### src/rtl/kl8e_tty_if.sv
// IOT bus and UART byte-channel bundle for the KL8E console teletype controller.
// Handshakes: iotStb qualifies inst/acIn for exactly one SYSCLK and acOut/acClr/skip answer in that
// same cycle; txStb/rxAck are one-cycle pulses, txRdy/rxRdy are levels and only the rxRdy rising edge counts.
interface kl8e_tty_if;
  logic        iotStb;
  logic [11:0] inst;
  logic [11:0] acIn;
  logic [11:0] acOut;
  logic        acClr;
  logic        skip;
  logic        irq;
  logic [7:0]  txData;
  logic        txStb;
  logic        txRdy;
  logic [7:0]  rxData;
  logic        rxRdy;
  logic        rxAck;

  modport slave (
    input  iotStb, inst, acIn, txRdy, rxData, rxRdy,
    output acOut, acClr, skip, irq, txData, txStb, rxAck
  );

  modport master (
    output iotStb, inst, acIn, txRdy, rxData, rxRdy,
    input  acOut, acClr, skip, irq, txData, txStb, rxAck
  );
endinterface

### src/rtl/kl8e_tty.sv
// PDP-8 KL8E console teletype controller: keyboard (device 03) and printer (device 04) on the IOT bus.
// Optional build macro KL8E_MARKPARITY_EN forces bit 7 high on received bytes and low on transmitted bytes.
module kl8e_tty #(
  parameter logic [5:0] KBD_DEV = 6'o03,
  parameter logic [5:0] PRT_DEV = 6'o04
) (
  input  logic       SYSCLK,
  input  logic       RESET,
  kl8e_tty_if.slave  bus,
  output logic [1:0] prtStateDbg
);

  typedef enum logic [1:0] {
    IDLE    = 2'd0,
    WAITRDY = 2'd1,
    STROBE  = 2'd2,
    BUSY    = 2'd3
  } prtState_t;

  prtState_t   prtState;
  logic        kbdFlag;
  logic        prtFlag;
  logic        ie;
  logic [7:0]  kbdBuf;
  logic        rxRdyQ;
  logic        sawLow;
  logic        irqQ;
  logic        rxAckQ;
  logic [7:0]  txDataQ;
  logic        txStbQ;

  // Instruction decode
  logic       isIot;
  logic       kbdSel;
  logic       prtSel;
  logic [2:0] fn;

  assign isIot  = bus.iotStb && (bus.inst[11:9] == 3'b110);
  assign kbdSel = isIot && (bus.inst[8:3] == KBD_DEV);
  assign prtSel = isIot && (bus.inst[8:3] == PRT_DEV);
  assign fn     = bus.inst[2:0];

  logic kcfOp, ksfOp, kccOp, krsOp, kieOp, krbOp;
  logic spfOp, tsfOp, tcfOp, tpcOp, spiOp, tlsOp;

  assign kcfOp = kbdSel && (fn == 3'd0);
  assign ksfOp = kbdSel && (fn == 3'd1);
  assign kccOp = kbdSel && (fn == 3'd2);
  assign krsOp = kbdSel && (fn == 3'd4);
  assign kieOp = kbdSel && (fn == 3'd5);
  assign krbOp = kbdSel && (fn == 3'd6);

  assign spfOp = prtSel && (fn == 3'd0);
  assign tsfOp = prtSel && (fn == 3'd1);
  assign tcfOp = prtSel && (fn == 3'd2);
  assign tpcOp = prtSel && (fn == 3'd4);
  assign spiOp = prtSel && (fn == 3'd5);
  assign tlsOp = prtSel && (fn == 3'd6);

  logic kbdClr;
  logic prtStart;
  logic prtClr;
  logic rxEdge;
  logic prtDone;

  assign kbdClr   = kcfOp || kccOp || krbOp;
  assign prtStart = tpcOp || tlsOp;
  assign prtClr   = tcfOp || tlsOp;
  assign rxEdge   = bus.rxRdy && !rxRdyQ;
  assign prtDone  = (prtState == BUSY) && sawLow && bus.txRdy;

  // Byte-format adaptation at the UART boundary
  logic [7:0] rxCapture;
  logic [7:0] txLoad;

`ifdef KL8E_MARKPARITY_EN
  assign rxCapture = {1'b1, bus.rxData[6:0]};
  assign txLoad    = {1'b0, bus.acIn[6:0]};
`else
  assign rxCapture = bus.rxData;
  assign txLoad    = bus.acIn[7:0];
`endif

  // Strobe-cycle responses to the CPU
  always_comb begin
    bus.acOut = 12'o0000;
    bus.acClr = kccOp || krbOp;
    bus.skip  = (ksfOp && kbdFlag) ||
                (tsfOp && prtFlag) ||
                (spiOp && ie && (kbdFlag || prtFlag));
    if (krsOp || krbOp) begin
      bus.acOut = {4'b0000, kbdBuf};
    end
  end

  // Keyboard side, interrupt enable and the registered interrupt request
  always_ff @(posedge SYSCLK or posedge RESET) begin
    if (RESET) begin
      rxRdyQ  <= 1'b0;
      kbdFlag <= 1'b0;
      kbdBuf  <= 8'h00;
      rxAckQ  <= 1'b0;
      ie      <= 1'b1;
      irqQ    <= 1'b0;
    end else begin
      rxRdyQ <= bus.rxRdy;
      rxAckQ <= rxEdge;
      // A capture beats a same-cycle clear so a fresh byte is never lost
      if (rxEdge) begin
        kbdBuf  <= rxCapture;
        kbdFlag <= 1'b1;
      end else if (kbdClr) begin
        kbdFlag <= 1'b0;
      end
      if (kieOp) begin
        ie <= bus.acIn[0];
      end
      irqQ <= ie && (kbdFlag || prtFlag);
    end
  end

  // Printer FSM with registered UART outputs and the printer flag
  always_ff @(posedge SYSCLK or posedge RESET) begin
    if (RESET) begin
      prtState <= IDLE;
      txDataQ  <= 8'h00;
      txStbQ   <= 1'b0;
      sawLow   <= 1'b0;
      prtFlag  <= 1'b0;
    end else begin
      txStbQ <= 1'b0;
      case (prtState)
        IDLE: begin
          if (prtStart) begin
            txDataQ  <= txLoad;
            prtState <= WAITRDY;
          end
        end
        WAITRDY: begin
          if (bus.txRdy) begin
            txStbQ   <= 1'b1;
            prtState <= STROBE;
          end
        end
        STROBE: begin
          sawLow   <= 1'b0;
          prtState <= BUSY;
        end
        BUSY: begin
          // Completion needs the UART to drop ready and raise it again
          if (!bus.txRdy) begin
            sawLow <= 1'b1;
          end else if (sawLow) begin
            prtState <= IDLE;
          end
        end
        default: prtState <= IDLE;
      endcase
      if (prtDone || spfOp) begin
        prtFlag <= 1'b1;
      end else if (prtClr) begin
        prtFlag <= 1'b0;
      end
    end
  end

  assign bus.irq     = irqQ;
  assign bus.rxAck   = rxAckQ;
  assign bus.txData  = txDataQ;
  assign bus.txStb   = txStbQ;
  assign prtStateDbg = prtState;

endmodule

### src/flat_wrapper.sv
// flat-port wrapper written by rule: the top's interface ports become plain ports
module kl8e_tty_flat 
#(
  parameter logic [5:0] KBD_DEV = 6'o03,
  parameter logic [5:0] PRT_DEV = 6'o04
)
  (SYSCLK, RESET, prtStateDbg, bus_iotStb, bus_inst, bus_acIn, bus_txRdy, bus_rxData, bus_rxRdy, bus_acOut, bus_acClr, bus_skip, bus_irq, bus_txData, bus_txStb, bus_rxAck);
  kl8e_tty_if bus_i ();
  input  logic SYSCLK;
  input  logic RESET;
  output logic [1:0] prtStateDbg;
  input wire logic [$bits(bus_i.iotStb)-1:0] bus_iotStb;
  input wire logic [$bits(bus_i.inst)-1:0] bus_inst;
  input wire logic [$bits(bus_i.acIn)-1:0] bus_acIn;
  input wire logic [$bits(bus_i.txRdy)-1:0] bus_txRdy;
  input wire logic [$bits(bus_i.rxData)-1:0] bus_rxData;
  input wire logic [$bits(bus_i.rxRdy)-1:0] bus_rxRdy;
  output wire logic [$bits(bus_i.acOut)-1:0] bus_acOut;
  output wire logic [$bits(bus_i.acClr)-1:0] bus_acClr;
  output wire logic [$bits(bus_i.skip)-1:0] bus_skip;
  output wire logic [$bits(bus_i.irq)-1:0] bus_irq;
  output wire logic [$bits(bus_i.txData)-1:0] bus_txData;
  output wire logic [$bits(bus_i.txStb)-1:0] bus_txStb;
  output wire logic [$bits(bus_i.rxAck)-1:0] bus_rxAck;
  assign bus_i.iotStb = bus_iotStb;
  assign bus_i.inst = bus_inst;
  assign bus_i.acIn = bus_acIn;
  assign bus_i.txRdy = bus_txRdy;
  assign bus_i.rxData = bus_rxData;
  assign bus_i.rxRdy = bus_rxRdy;
  assign bus_acOut = bus_i.acOut;
  assign bus_acClr = bus_i.acClr;
  assign bus_skip = bus_i.skip;
  assign bus_irq = bus_i.irq;
  assign bus_txData = bus_i.txData;
  assign bus_txStb = bus_i.txStb;
  assign bus_rxAck = bus_i.rxAck;
  kl8e_tty #(.KBD_DEV(KBD_DEV), .PRT_DEV(PRT_DEV)) u_core (.SYSCLK(SYSCLK), .RESET(RESET), .bus(bus_i), .prtStateDbg(prtStateDbg));
endmodule
### config.mk
export PLATFORM = sky130hd
export DESIGN_NAME = kl8e_tty_flat
export DESIGN_NICKNAME = d
export VERILOG_FILES = /design/src/rtl/kl8e_tty_if.sv /design/src/rtl/kl8e_tty.sv /design/src/flat_wrapper.sv
export SDC_FILE = /design/constraint.sdc
export NUM_CORES = 1
export LEC_CHECK = 0
export ABC_AREA = 1
export CORE_MARGIN = 1.5
export CORE_UTILIZATION = 44
export CTS_CLUSTER_DIAMETER = 50
export CTS_CLUSTER_SIZE = 40
export DETAILED_ROUTE_END_ITERATION = 10
export PLACE_DENSITY = 0.89
export SLEW_MARGIN = 20
export SYNTH_ARGS = -nofsm -noshare
export SYNTH_HDL_FRONTEND = slang
export SYNTH_SLANG_ARGS = --single-unit
export TNS_END_PERCENT = 1
### constraint.sdc
create_clock -name SYSCLK -period 2.9 [get_ports SYSCLK]
set_input_delay 0.58 -clock SYSCLK [delete_from_list [all_inputs] [get_ports SYSCLK]]
set_output_delay 0.58 -clock SYSCLK [all_outputs]
set_load 0.02 [all_outputs]
Figure 1. Cell placement (run 1).
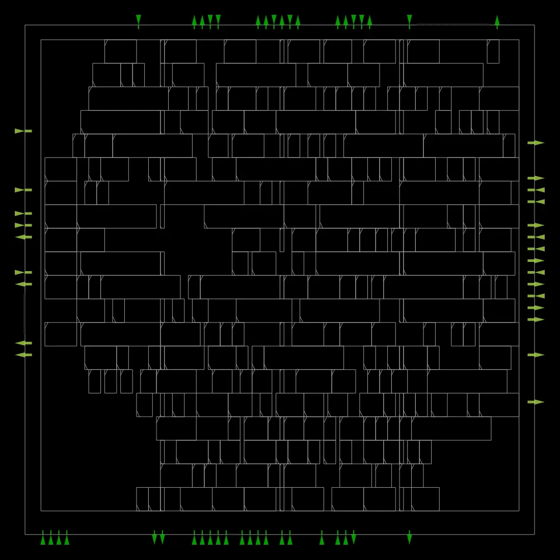
Post-Layout Cell Count: 264
tap cells: 33
fraction of area in registers: 0.320
final core occ: 0.678
core area: 3000 um^2

Figure 2. Placement by cell class (run 1).
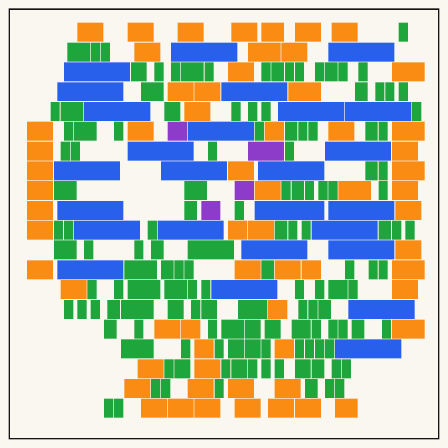
flops -> blue  # cells 26
other buffers and delay cells -> orange  # cells 62
clock drivers and dummy loads -> purple  # cells 4
all other logic -> green  # cells 139
row cnt: 20
design area: 2040 um^2

==> summary.txt, run 1 <==
RD Place Congestion: 0.790
Pre-Repair DR Iteration Count: 4
Total power: 0.928 mW
Initial antenna violation count: 0
N_diodes: 0
Mi-comb count: 105
Synth top cells by count: nand2_1 (41), inv_1 (34), dfrtp_1 (25)
Most numerous logic cell after layout: clkdlybuf4s50_1
Combinational share of power: 0.326
Root buffer cell: clkbuf_4
Area leader share: 0.456
Yosys stat area: 1370 um^2
Chip area: 3460 um^2
Syn Std Cell Area: 1370 um^2
Top-count cell post-synth: nand2_1
Starting Density: 0.457
WP buf/inv: 4
Ys async rst share: 1.00
Startpoint Class: input pin
Top cells by area: dfrtp_1 (46%), nand2_1 (11%), inv_1 (9.3%)
Status: finished, final reports clean
Static Leakage: 1.15 nW
DRC: 0
CTS H-tree depth: 1
Via count: 1206
Clock tree from TritonCTS: built
Figure 3. Sequential cells colored by netlist name (run 1).
Bar = 20 um. Other sequential cells in the stronger gray, the rest of the logic in the fainter gray.
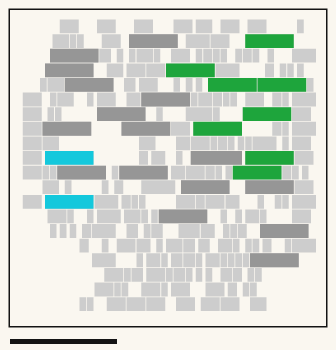
u_core.prtStateDbg -> cyan  # placed flops 2
u_core.kbdBuf -> green  # placed flops 8

-- run 1: path summary, 6_finish.rpt --
path                                                   startpoint                           endpoint  slack, ns  cells past startpoint
worst max-delay path                                   bus_iotStb                           bus_skip       0.26                     11
worst max register to register  u_core.prtStateDbg[0]$_DFFE_PP0P_  u_core.prtStateDbg[0]$_DFFE_PP0P_       1.56                      5
min in group asynchronous                                   RESET  u_core.prtStateDbg[1]$_DFFE_PP0P_       0.54                      2
worst min-delay path                        u_core.ie$_DFFE_PP1P_              u_core.ie$_DFFE_PP1P_       0.48                      2
worst min register to register              u_core.ie$_DFFE_PP1P_              u_core.ie$_DFFE_PP1P_       0.48                      2
max in group asynchronous                                   RESET              u_core.ie$_DFFE_PP1P_       1.74                      3
-- run 1: cells by family after synthesis --
kind of cell | after synthesis | share of synthesized area
AOI/OAI and AO/OA | 20 | 0.0995
adders and majority gates | 4 | 0.0365
buffers and inverters | 40 | 0.127
DFF | 26 | 0.475
other | 1 | 0.00273
and+or+nand+nor | 77 | 0.259
-- run 1: sequential cells by signal (all words and copies together) (netlist names) --
| register | count |
|---|---|
| u_core.bus.txData | 8 |
| u_core.kbdBuf | 8 |
| u_core.bus.rxAck | 1 |
| u_core.bus.irq | 1 |
| u_core.kbdFlag | 1 |
| u_core.bus.txStb | 1 |
| u_core.sawLow | 1 |
| u_core.prtStateDbg | 2 |
| u_core.prtFlag | 1 |
| u_core.ie | 1 |
| u_core.rxRdyQ | 1 |
-- run 1: power by group through the flow --
stage	clock, mW	combinational, mW	sequential [mW]
2_1_floorplan	0	0.165	0.471
3_3_place_gp	0	0.296	0.453
3_5_place_dp	0	0.306	0.455
4_1_cts	0.182	0.309	0.448
5_1_grt	0.199	0.346	0.453
6_report	0.178	0.303	0.447
Figure 4. Metal 3 (run 1).
Bar = 20 um.
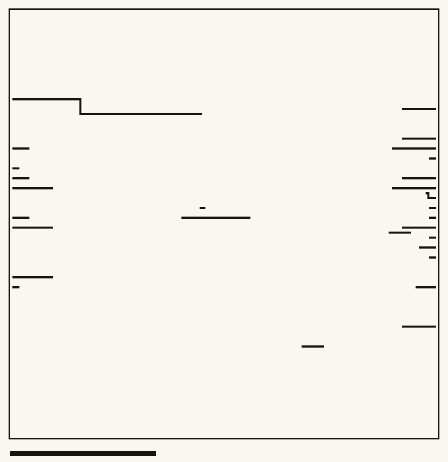

==> run 2: changes to the inputs <==
CORE_ASPECT_RATIO = 0.5   (was default)
Figure 5. Metal 3 (run 2).
Bar = 20 um.
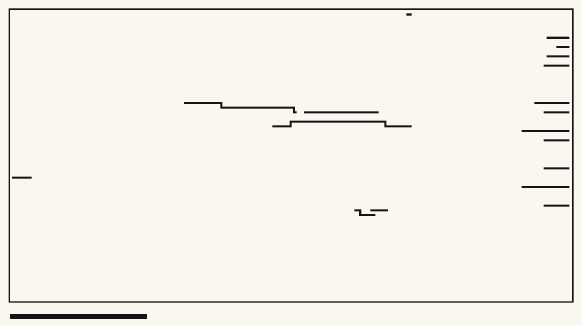
longest straight run = 13.8 um
main direction = horizontal
share of all routed wire = 3.4%
nets with wire on the layer = 16
wire length on this layer = 101 um

==> run 2 against run 1 <==
Effect of this change:
- core utilization up 0.44 points
- hold slack worse by 0.0086 ns
- global-route usage up 2.9 points
- critical path depth down 4
- sequential cell count unchanged
- wire length up 11%
- combinational power about the same
- setup slack worse by 0.048 ns
- clock skew about the same
- power up 3.3%
- die area up 0.59%
- maximum frequency down 1.8%
- largest power group unchanged
==> summary.txt, run 2 <==
Yosys stat area: 1370 um^2 (unchanged)
XOR/XNOR Area Share: 0 (unchanged)
CTS H-tree depth: 1 (unchanged)
Syn Std Cell Area: 1370 um^2 (unchanged)
Path depth of the worst reg2reg path: 5 (unchanged)
Initial antenna violation count: 0 (unchanged)
Ys async rst share: 1.00 (unchanged)
N_diodes: 0 (unchanged)
Design area: 2030 um^2 (-0.18%)
DRC: 0 (unchanged)
Starting Density: 0.461 (+0.00384)
Startpoint Class: input pin
Synth top cells by count: nand2_1 (41), inv_1 (34), dfrtp_1 (25)
Via count: 1251 (+3.7%)
RR Startpoint: u_core.prtStateDbg[0]$_DFFE_PP0P_
RD Place Congestion: 0.744 (-5.8%)
Core area: 2980 um^2 (-0.83%)
Status: finished, final reports clean
Reg-to-reg slack, setup: 1.56 ns (about the same)
Adder Area Share: 0.0365 (unchanged)
Dominant kind of combinational cell: simple AND/OR/NAND/NOR gates
Crit path capture: bus_acOut[2]
WP buf/inv: 2 (-2)
CP startpoint: bus_inst[6]
Figure 6. Placement by cell class (run 2).
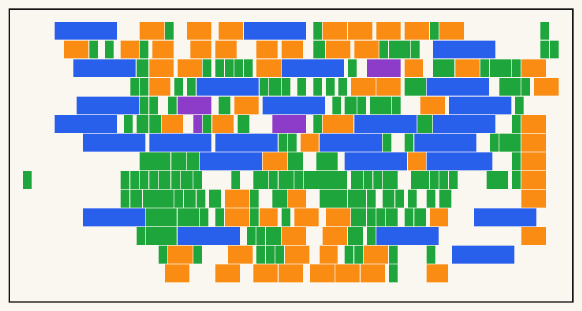
all other logic -> green  # cells 139
other buffers and delay cells -> orange  # cells 63
clock drivers and dummy loads -> purple  # cells 4
flops -> blue  # cells 26

[run 2: cell counts after synthesis]
Identical to the previous run, type by type.
[run 2: worst min path at each step]
stage	to	depth (start not counted)	start
2_1_floorplan	u_core.ie$_DFFE_PP1P_	2	u_core.ie$_DFFE_PP1P_
3_3_place_gp	u_core.ie$_DFFE_PP1P_	2	u_core.ie$_DFFE_PP1P_
3_5_place_dp	u_core.ie$_DFFE_PP1P_	2	u_core.ie$_DFFE_PP1P_
4_1_cts	u_core.ie$_DFFE_PP1P_	2	u_core.ie$_DFFE_PP1P_
5_1_grt	u_core.bus.txData[0]$_DFFE_PP0P_	2	u_core.bus.txData[0]$_DFFE_PP0P_
6_report	u_core.ie$_DFFE_PP1P_	2	u_core.ie$_DFFE_PP1P_
[run 2: power by group through the flow]
| stage | logic (mW) | clock network (mW) | registers [mW] |
|---|---|---|---|
| final | 0.304 | 0.207 | 0.447 |
| after global routing | 0.342 | 0.230 | 0.454 |
| after CTS | 0.307 | 0.212 | 0.447 |
| after detailed placement | 0.305 | 0 | 0.454 |
| after global placement | 0.295 | 0 | 0.451 |
| after floorplan | 0.165 | 0 | 0.471 |
[run 2: per-stage QoR]
stage,util,cells
after CTS,0.682,272
after detailed placement,0.671,268
after global placement,0.671,268
after global routing,0.683,272
final,0.683,272
after floorplan,-,171
[run 2: cell type report]
class / count / share of cell area
clock buffer: 4 / 0.0222
tap: 40 / 0.0246
sequential: 26 / 0.321
timing repair buffer: 63 / 0.296
multi-input combinational: 105 / 0.274
inverter: 34 / 0.0628
[run 2: metal layers]
metal | track usage | vias up
li1 | - | 633
met4 | 0.0305 | 0
met3 | 0.0457 | 2
met1 | 0.248 | 594
met2 | 0.344 | 22
met5 | 0 | -
Figure 7. Metal 2 (run 2).
Bar = 20 um.
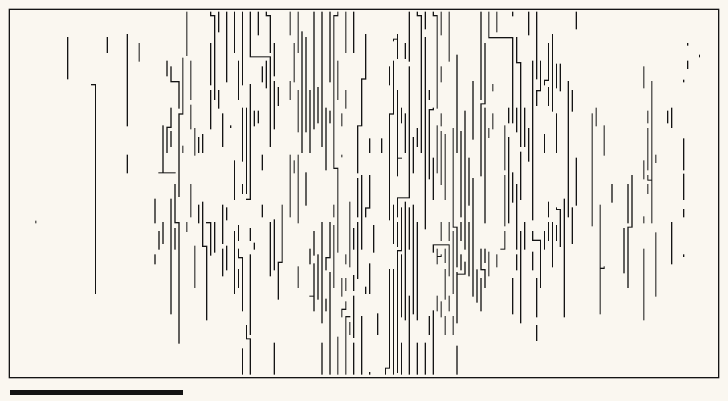

==> run 3: changes to the inputs <==
CTS_CLUSTER_SIZE = 12   (was 40)
GPL_TIMING_DRIVEN = 0   (was default)
Figure 8. Metal 2 (run 3).
Bar = 20 um.
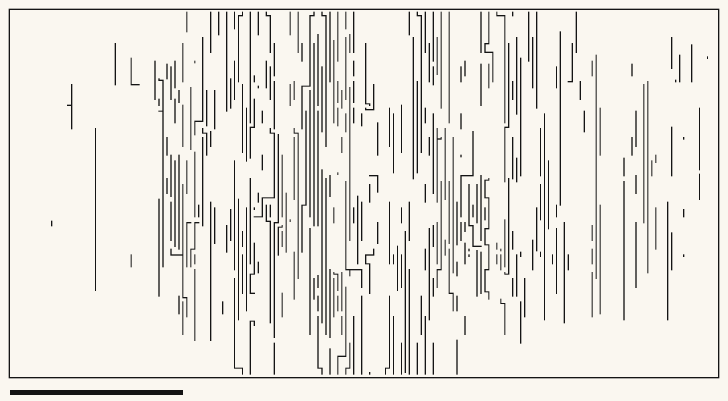
share of all routed wire = 53%
nets with wire on the layer = 235
main direction = vertical
Post-Route WL: 3280 um
via count: 1276
met2 Usage GRT: 0.392

Figure 9. Sequential cells colored by netlist name (run 3).
Bar = 20 um. Other sequential cells in the stronger gray, the rest of the logic in the fainter gray.
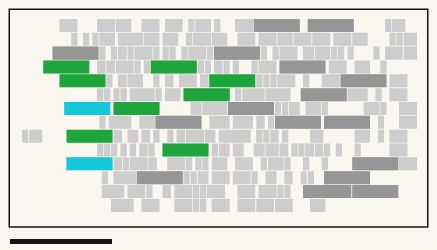
u_core.prtStateDbg -> cyan  # placed flops 2
u_core.kbdBuf -> green  # placed flops 8
area occupied by registers: 652 um^2
Seq group: 0.450 mW
final core occ: 0.684

==> run 3 against run 2 <==
Effect of this change:
- synthesized cell count did not move
- final cell count fell by 0.74%
- sequential cell count did not move
- clock power rose by 15%
- non-clock buffer count fell by 2
- register-to-register slack got worse by 0.04 ns
- cell area rose by 0.18%
- die area did not move
- hold slack improved by 0.0038 ns
- synthesized area did not move
- critical endpoint is now bus_acOut[0]
- largest power group unchanged
==> summary.txt, run 3 <==
Yosys stat area: 1370 um^2 (unchanged)
Status: finished, final reports clean
Met3 Use GR: 0.0457 (unchanged)
Synth top cells by count: nand2_1 (41), inv_1 (34), dfrtp_1 (25)
RD Place Congestion: 0.752 (+1.1%)
DRC: 0 (unchanged)
Design area: 2040 um^2 (+0.18%)
Final HPWL DP: 2490 um
RR Startpoint: u_core.prtStateDbg[0]$_DFFE_PP0P_
Worst hold path endpoint: u_core.ie$_DFFE_PP1P_
WP buf/inv: 3 (+1)
Syn Std Cell Area: 1370 um^2 (unchanged)
Clock Power: 0.238 mW (+15%)
Hold Startpoint: u_core.ie$_DFFE_PP1P_
Reg-to-reg slack, setup: 1.52 ns (-0.04 ns)
Path depth of the worst reg2reg path: 6 (+1)
Final min period: 2.73 ns
Worst Hold Path Cells: 2 (unchanged)
Busiest grt layer: met2
Starting Density: 0.461 (unchanged)
Initial antenna violation count: 0 (unchanged)
Comb power: 0.317 mW (+4%)
Ys async rst share: 1.00 (unchanged)
[run 3: cell counts after synthesis]
No cell type changed its count.
[run 3: through the flow]
| stage | std cells | setup WS, ns |
|---|---|---|
| 2_1_floorplan | 171 | 0.813 |
| 5_1_grt | 270 | 0.0305 |
| 3_3_place_gp | 266 | -0.224 |
| 6_report | 270 | 0.169 |
| 3_5_place_dp | 266 | -0.267 |
| 4_1_cts | 270 | 0.0155 |
[run 3: layout make-up]
class / instances / area share
inverter: 34 / 0.0627
sequential: 26 / 0.320
multi-input combinational: 105 / 0.277
buffer: 6 / 0.0227
clock buffer: 4 / 0.0270
tap: 40 / 0.0246
timing repair buffer: 55 / 0.266
[run 3: metal layers]
metal  wire length (um)  vias up
met4                 76        0
met3                135        9
met5                  0        -
li1                   -      627
met1               1320      605
met2               1750       35
[run 3: worst min-delay path, delay by kind of cell (launching register included)]
| family | cells | cell delay (ns) |
|---|---|---|
| flip-flops | 1 | 0.38 |
| AND/OR/NAND/NOR | 2 | 0.10 |
[run 3: how the worst max path moves through the flow]
stage                             from           end  cells past startpoint
after floorplan            bus_inst[9]  bus_acOut[0]                      7
after CTS                 bus_inst[11]     bus_acClr                      8
final                     bus_inst[11]  bus_acOut[0]                      8
after detailed placement  bus_inst[11]  bus_acOut[0]                      8
after global routing        bus_iotStb  bus_acOut[3]                      8
after global placement    bus_inst[11]  bus_acOut[5]                      8
[run 3: cells by family (layout without fill, tap and decap cells)]
| group | Yosys count | count (layout) | share of synthesized area |
|---|---|---|---|
| fa+ha+maj | 4 | 4 | 0.0365 |
| other cells | 1 | 4 | 0.00273 |
| compound gates | 20 | 20 | 0.0995 |
| simple gates | 77 | 77 | 0.259 |
| buf+inv | 40 | 99 | 0.127 |
| flops | 26 | 26 | 0.475 |
Power and IR drop assume default switching activity.
